==> src/rtl/mem_port_arbiter.sv <==
// Round-robin arbiter sharing the single data-memory port between NUM_REQ load/store requesters.
// Optional bus-wait watchdog enabled by defining MEM_ARB_TIMEOUT_EN.
module mem_port_arbiter #(
  parameter int unsigned NUM_REQ        = 2,
  parameter int unsigned TAG_WIDTH      = 4,
  parameter int unsigned TIMEOUT_CYCLES = 255
) (
  input  logic                         clk,
  input  logic                         rst,
  input  logic [NUM_REQ-1:0]           req_valid,
  output logic [NUM_REQ-1:0]           req_ready,
  input  logic [NUM_REQ-1:0]           req_we,
  input  logic [NUM_REQ*32-1:0]        req_addr,
  input  logic [NUM_REQ*32-1:0]        req_wdata,
  input  logic [NUM_REQ*4-1:0]         req_strb,
  input  logic [NUM_REQ*TAG_WIDTH-1:0] req_tag,
  output logic [NUM_REQ-1:0]           resp_valid,
  output logic [31:0]                  resp_rdata,
  output logic [TAG_WIDTH-1:0]         resp_tag,
  output logic                         resp_err,
  output logic [31:0]                  address,
  output logic                         read_enable,
  input  logic                         read_valid,
  input  logic [31:0]                  read_data,
  output logic [31:0]                  write_data,
  output logic                         write_enable,
  output logic [3:0]                   strb,
  input  logic                         write_ready,
  output logic                         busy
);

  localparam int unsigned IW = (NUM_REQ > 1) ? $clog2(NUM_REQ) : 1;
  localparam int unsigned SW = IW + 1;

  localparam logic [1:0] S_IDLE  = 2'd0;
  localparam logic [1:0] S_READ  = 2'd1;
  localparam logic [1:0] S_WRITE = 2'd2;
  localparam logic [1:0] S_RESP  = 2'd3;

  if (NUM_REQ < 2 || TIMEOUT_CYCLES == 0) begin : g_bad_params
    $error("mem_port_arbiter: NUM_REQ must be >= 2 and TIMEOUT_CYCLES > 0");
  end

  logic [1:0]           r_state;
  logic [IW-1:0]        r_ptr;
  logic [IW-1:0]        r_owner;
  logic [31:0]          r_addr;
  logic [31:0]          r_wdata;
  logic [3:0]           r_strb;
  logic [TAG_WIDTH-1:0] r_tag;
  logic [31:0]          r_resp_rdata;
  logic [TAG_WIDTH-1:0] r_resp_tag;
  logic                 r_resp_err;

  logic                 w_grant_valid;
  logic [IW-1:0]        w_grant_idx;
  logic [IW-1:0]        w_next_ptr;
  logic [SW-1:0]        w_scan;
  logic [31:0]          w_g_addr;
  logic [31:0]          w_g_wdata;
  logic [3:0]           w_g_strb;
  logic [TAG_WIDTH-1:0] w_g_tag;
  logic                 w_g_we;
  logic                 w_timeout;

  // Scan starts at the rotating pointer; w_scan wraps by subtraction to avoid a modulo.
  always_comb begin
    w_grant_valid = 1'b0;
    w_grant_idx   = r_ptr;
    w_scan        = '0;
    for (int unsigned k = 0; k < NUM_REQ; k++) begin
      w_scan = {1'b0, r_ptr} + SW'(k);
      if (w_scan >= SW'(NUM_REQ))
        w_scan = w_scan - SW'(NUM_REQ);
      if (!w_grant_valid && req_valid[w_scan[IW-1:0]]) begin
        w_grant_valid = 1'b1;
        w_grant_idx   = w_scan[IW-1:0];
      end
    end
  end

  always_comb begin
    w_g_addr  = '0;
    w_g_wdata = '0;
    w_g_strb  = '0;
    w_g_tag   = '0;
    w_g_we    = 1'b0;
    for (int unsigned k = 0; k < NUM_REQ; k++) begin
      if (IW'(k) == w_grant_idx) begin
        w_g_addr  = req_addr[k*32 +: 32];
        w_g_wdata = req_wdata[k*32 +: 32];
        w_g_strb  = req_strb[k*4 +: 4];
        w_g_tag   = req_tag[k*TAG_WIDTH +: TAG_WIDTH];
        w_g_we    = req_we[k];
      end
    end
  end

  assign w_next_ptr = (w_grant_idx == IW'(NUM_REQ - 1)) ? '0 : w_grant_idx + 1'b1;

`ifdef MEM_ARB_TIMEOUT_EN
  localparam int unsigned CW = ($clog2(TIMEOUT_CYCLES + 1) < 8) ? 8 : $clog2(TIMEOUT_CYCLES + 1);

  logic [CW-1:0] r_wait_cnt;

  assign w_timeout = ((r_state == S_READ) || (r_state == S_WRITE)) &&
                     (r_wait_cnt == CW'(TIMEOUT_CYCLES));

  // Held at zero in IDLE so every READ/WRITE entry starts counting from 0.
  always_ff @(posedge clk) begin
    if (rst)
      r_wait_cnt <= '0;
    else if ((r_state == S_READ) || (r_state == S_WRITE))
      r_wait_cnt <= r_wait_cnt + 1'b1;
    else
      r_wait_cnt <= '0;
  end
`else
  assign w_timeout = 1'b0;
`endif

  always_ff @(posedge clk) begin
    if (rst) begin
      r_state      <= S_IDLE;
      r_ptr        <= '0;
      r_owner      <= '0;
      r_addr       <= '0;
      r_wdata      <= '0;
      r_strb       <= '0;
      r_tag        <= '0;
      r_resp_rdata <= '0;
      r_resp_tag   <= '0;
      r_resp_err   <= 1'b0;
    end else begin
      case (r_state)
        S_IDLE: begin
          if (w_grant_valid) begin
            r_owner <= w_grant_idx;
            r_addr  <= w_g_addr;
            r_wdata <= w_g_wdata;
            r_strb  <= w_g_strb;
            r_tag   <= w_g_tag;
            r_ptr   <= w_next_ptr;
            r_state <= w_g_we ? S_WRITE : S_READ;
          end
        end
        S_READ: begin
          if (w_timeout) begin
            r_resp_rdata <= 32'hdeadbeef;
            r_resp_tag   <= r_tag;
            r_resp_err   <= 1'b1;
            r_state      <= S_RESP;
          end else if (read_valid) begin
            r_resp_rdata <= read_data;
            r_resp_tag   <= r_tag;
            r_resp_err   <= 1'b0;
            r_state      <= S_RESP;
          end
        end
        S_WRITE: begin
          if (w_timeout) begin
            r_resp_rdata <= 32'hdeadbeef;
            r_resp_tag   <= r_tag;
            r_resp_err   <= 1'b1;
            r_state      <= S_RESP;
          end else if (write_ready) begin
            r_resp_rdata <= '0;
            r_resp_tag   <= r_tag;
            r_resp_err   <= 1'b0;
            r_state      <= S_RESP;
          end
        end
        S_RESP:  r_state <= S_IDLE;
        default: r_state <= S_IDLE;
      endcase
    end
  end

  // Handshake outputs are gated by rst so enables and pulses drop in the reset cycle itself.
  always_comb begin
    req_ready = '0;
    if ((r_state == S_IDLE) && w_grant_valid && !rst)
      req_ready[w_grant_idx] = 1'b1;
  end

  always_comb begin
    resp_valid = '0;
    if ((r_state == S_RESP) && !rst)
      resp_valid[r_owner] = 1'b1;
  end

  assign read_enable  = (r_state == S_READ)  && !w_timeout && !rst;
  assign write_enable = (r_state == S_WRITE) && !w_timeout && !rst;
  assign address      = r_addr;
  assign write_data   = r_wdata;
  assign strb         = r_strb;
  assign busy         = (r_state != S_IDLE);
  assign resp_rdata   = r_resp_rdata;
  assign resp_tag     = r_resp_tag;
  assign resp_err     = r_resp_err;

endmodule

==> config.mk <==
export PLATFORM = sky130hd
export DESIGN_NAME = mem_port_arbiter
export DESIGN_NICKNAME = d
export VERILOG_FILES = /design/src/rtl/mem_port_arbiter.sv
export SDC_FILE = /design/constraint.sdc
export NUM_CORES = 1
export LEC_CHECK = 0
export ABC_AREA = 0
export CAP_MARGIN = 20
export CORE_AREA = 2 2 114 116
export DETAILED_ROUTE_END_ITERATION = 10
export DIE_AREA = 0 0 116 118
export PLACE_DENSITY_LB_ADDON = 0.1
export SLEW_MARGIN = 20
export SYNTH_ARGS = -nofsm -noshare
export SYNTH_HDL_FRONTEND = slang
export SYNTH_SLANG_ARGS = --single-unit
export TNS_END_PERCENT = 30
==> constraint.sdc <==
create_clock -name clk -period 5.8 [get_ports clk]
set_clock_uncertainty 0.15 [all_clocks]
set_input_delay 0.87 -clock clk [delete_from_list [all_inputs] [get_ports clk]]
set_output_delay 0.87 -clock clk [all_outputs]
set_load 0.01 [all_outputs]
==> Changelog: implementation <==
### Changed

* Vias/cell at 4.97
* Mapped Nets at 700
* Largest Pwr Group: combinational logic
* CP max FO at 6
* CP Cell Sequence: clkdlybuf4s50_1 -> nand2_1 -> a211oi_4 -> clkdlybuf4s50_1
* Worst IR Drop VDD at 173 uV
* Seq. pwr at 1030 uW
* CTS root buffer: clkbuf_16
* CTS tree: yes
* H-tree levels at 3
* Chip area at 0.0137 mm^2
* Post-route setup slack at 2.19 ns
* Fin area at 0.00780 mm^2
* Global-route wire length before repair at 24100 um
* Area of the core at 0.0124 mm^2
* Multiplexer share at 1.34%
* Global route overflow at 0
* FF+latch count, synth at 112
* Pre-CTS setup slack at 2.18 ns
* Fmax at 277 MHz
* Top_reg_cell synth: dfxtp_1
* Worst hold path cell count at 2
* DRC at 0
* Antenna violation net count after detailed routing at 0
* Max-cap violation count at 0
* Post-synth cell types at 31
* Synth area leaders: dfxtp_1 (50%), nand2_1 (12%), a22oi_1 (11%), nand4b_1 (6.2%), a21oi_1 (3.7%)
* CP Data Arrival Time at 2.59 ns
* Slew @ Worst Pin at 0.872 ns
* Pwr dens at 364 mW/mm^2
* Final worst-path cycle share at 62.2%
* Most instantiated logic cells after routing: clkdlybuf4s50_1 (293), nand2_1 (147), dfxtp_1 (112)
* Post-Synth Adder-Cell Area at 1.62%
* WL final at 15700 um
* Total CTS buffers at 9
* Comb group at 1220 uW
* Crit path kind: in2out
* Worst path max stage delay at 0.69 ns
* Post-Synth XOR/XNOR Area at 0%
* Post-CTS Hold Buffers at 0
* Area fraction in compound gates at 20.0%
* Largest net degree at the start of global routing at 60
* Commonest Layout Cell: clkdlybuf4s50_1
* Ys async rst share at 0%
* Worst path slowest cell: clkdlybuf4s50_1
* Rel. slew slack at 41.9%
* Net Switching at 964 uW
* Min Hold Slack at 0.284 ns
* Pre-antenna DRT Iters at 5
* Initial antenna violation count at 0
* Post-Synthesis Cells at 511
* Non-filler cells, final at 955
* Total GRT Usage at 22.6%
* Cts repair resizes at 0
* Most frequent CP cell: clkdlybuf4s50_1
* Status: completed
* Required @ worst endpoint at 4.78 ns
* Initial DRC count at 246
* Register share after synthesis at 49.9%
* Vias in the first global route at 4789
* Die Y at 118 um
* Ports at 296
* TritonCTS sink count at 112
* Int Pwr at 1880 uW
* I/O Buffers at 294
* Average routed wire per standard cell at 16.5 um
* CTS max path bufs at 2
* P_clk at 592 uW
* Clk slew on worst S/H paths at 0.06 ns
* Leakage at 0.00297 uW
* Synth Area in Simple Gates at 21.6%
* Fin nets at 967
* Post-synth EDFFs at 0
* Warnings from Yosys at 0
* Main logic family after synthesis: simple AND/OR/NAND/NOR gates
* Worst R2R End: resp_tag[0]
* Yosys Instances at 511
* Crit start category: primary input
* OpenROAD warning count at 30
* Net Sw Frac at 33.9%
* Filler cells at 1118
* FP Util at 36.2%
* Power share of the combinational group at 42.9%
* Post-DP Area at 0.00749 mm^2
* Register-to-Register Path Depth at 7
* Ant diodes at 0
* HP Class: reg2reg
* Part of the power in registers at 36.3%
* Total chip power at 2840 uW
* Clk pwr share at 20.9%
* Setup TNS Final at 0 ns
* Final hold violation count at 0
* Top-area cell share at 49.9%
* Synthesis area per yosys at 0.00449 mm^2
* Final Slew Violations at 0
* Die width at 116 um
* Placed insts at 938
* Share of cells above drive strength 1 at 3.96%
* Hold endpoint: address[23]
* Hold_sp: address[23]
* Area delta synth->final at 73.6%
* Clk Latency, worst-skew pair at 0.34 ns
* RSZ-0062 raised after global routing: false
* Reg2Reg Launch Point: r_state[0]
* Final worst path period need at 3.61 ns
* Rows at 41
* Via count at 4750
* Cell Area, Synth at 0.00449 mm^2
* Cell type with the largest total area: dfxtp_1
* GPL Wtd Cong at 0.836
* Final HPWL DP at 12000 um
* R2r setup slk at 2.80 ns
* Setup Viol. Count Final at 0
* Post-CTS setup buffers at 0
* Setup crit end kind: output pin
* Synth Area per Inst at 8.79 um^2
-- worst max-delay path, delay by kind of cell --
kind / cells / cell delay (ns)
buffers and inverters: 2 / 1.29
AOI/OAI and AO/OA: 1 / 0.24
and+or+nand+nor: 1 / 0.19
-- metal layers --
layer  global-route usage, %  vias up  wire [um]
met5                       0        -          0
met4                    8.18        0        448
met2                    40.5      195       8150
li1                        -     2322          -
met1                    22.8     2205       5600
met3                    9.84       28       1540
-- cells in the mapped netlist, types with 2 or more instances --
master and count:
a21o_1 2, nand4b_1 32, inv_1 4, and3b_1 2, nand2_1 147, nor2b_1 5, buf_2 23, ha_1 5
dfxtp_1 112, clkbuf_1 18, a211oi_2 2, nor2_1 15, o21ai_1 16, a21oi_1 33, a222oi_1 8, buf_6 3
a22oi_1 64, nor3b_1 2, mux2i_1 6
-- cell type report --
| cell class | count | area [um^2] | area share [%] |
|---|---|---|---|
| flip-flops and latches | 112 | 2240 | 28.7 |
| clock buffers | 14 | 274 | 3.51 |
| well taps | 172 | 215 | 2.76 |
| repair buffers | 302 | 3010 | 38.6 |
| inverters | 5 | 18.8 | 0.241 |
| clock inverters | 2 | 12.5 | 0.160 |
| multi-input cells | 348 | 2030 | 26.0 |
-- sequential cells by signal, summed over array words and instances, names as in the netlist --
signal and count:
address 32, r_owner 1, r_ptr 1, r_state 2
r_tag 4, resp_rdata 32, resp_tag 4, strb 4
write_data 32
-- how the worst max path moves through the flow --
stage | startpoint | end | slack, ns | cells after the start
floorplan | rst | resp_valid[0] | 3.04 | 4
global placement | req_valid[1] | req_ready[1] | 2.25 | 4
detailed placement | req_valid[1] | req_ready[1] | 2.18 | 4
CTS | req_valid[1] | req_ready[1] | 2.18 | 4
global route | req_valid[1] | req_ready[1] | 2.11 | 4
finish | req_valid[1] | req_ready[1] | 2.19 | 4
Metal 1:
Scale: 2 px per um.
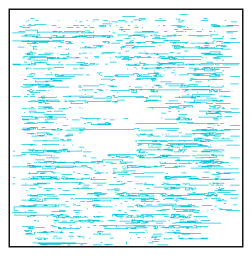
share of all routed wire: 36%
main direction: horizontal
nets with wire on the layer: 824
wire length on this layer: 5600 um

Sequential cells colored by netlist name:
Scale: 4 px per um.
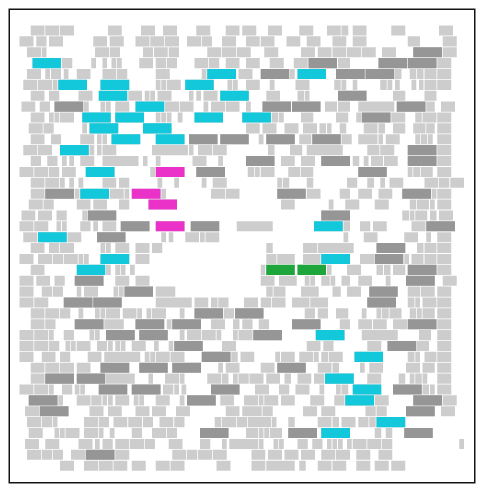
[cyan] address | sequential cells: 32 | where: all over the die
[green] r_state | sequential cells: 2
[magenta] r_tag | sequential cells: 4
not colored: 74

Gate families picked out:
Scale: 2 px per um.
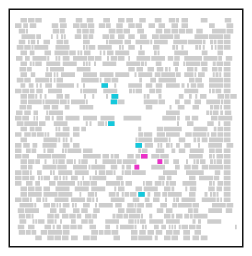
[cyan] mux cells | cells: 6 | most used: mux2i_1 | where: middle
[magenta] non-inverting ao/oa cells | cells: 3 | most used: a21o_1

Routing congestion:
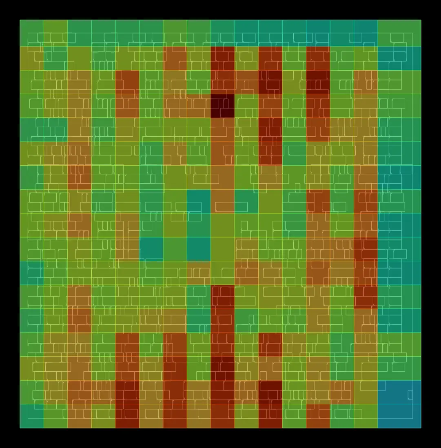
fin util: 62.8%
met2 Use GR: 40.5%

Zoomed window:
Window x 74 to 99, y 76 to 101 um. Cells in gray, sequential cells in the stronger gray; small squares are vias.
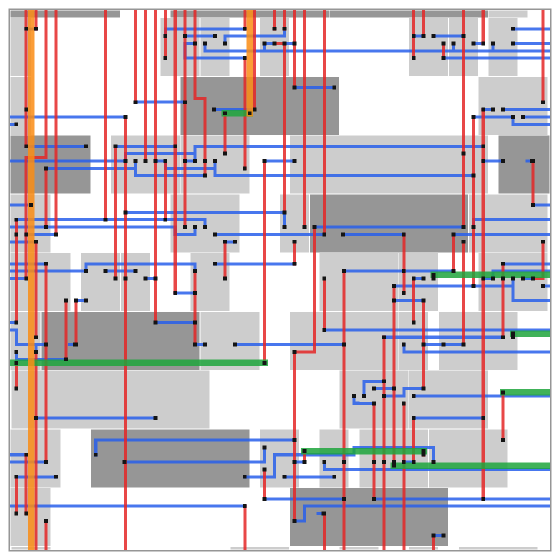
[orange] M4
[red] M2
[green] M3
[blue] M1
cells with their middle in the window: 41
sequential cells in the window: 6
netlist names of flops here include: resp_rdata (6)
most frequent: nand2_1 (9), nand4b_1 (9), clkdlybuf4s50_1 (7)

Power and IR drop assume default switching activity.
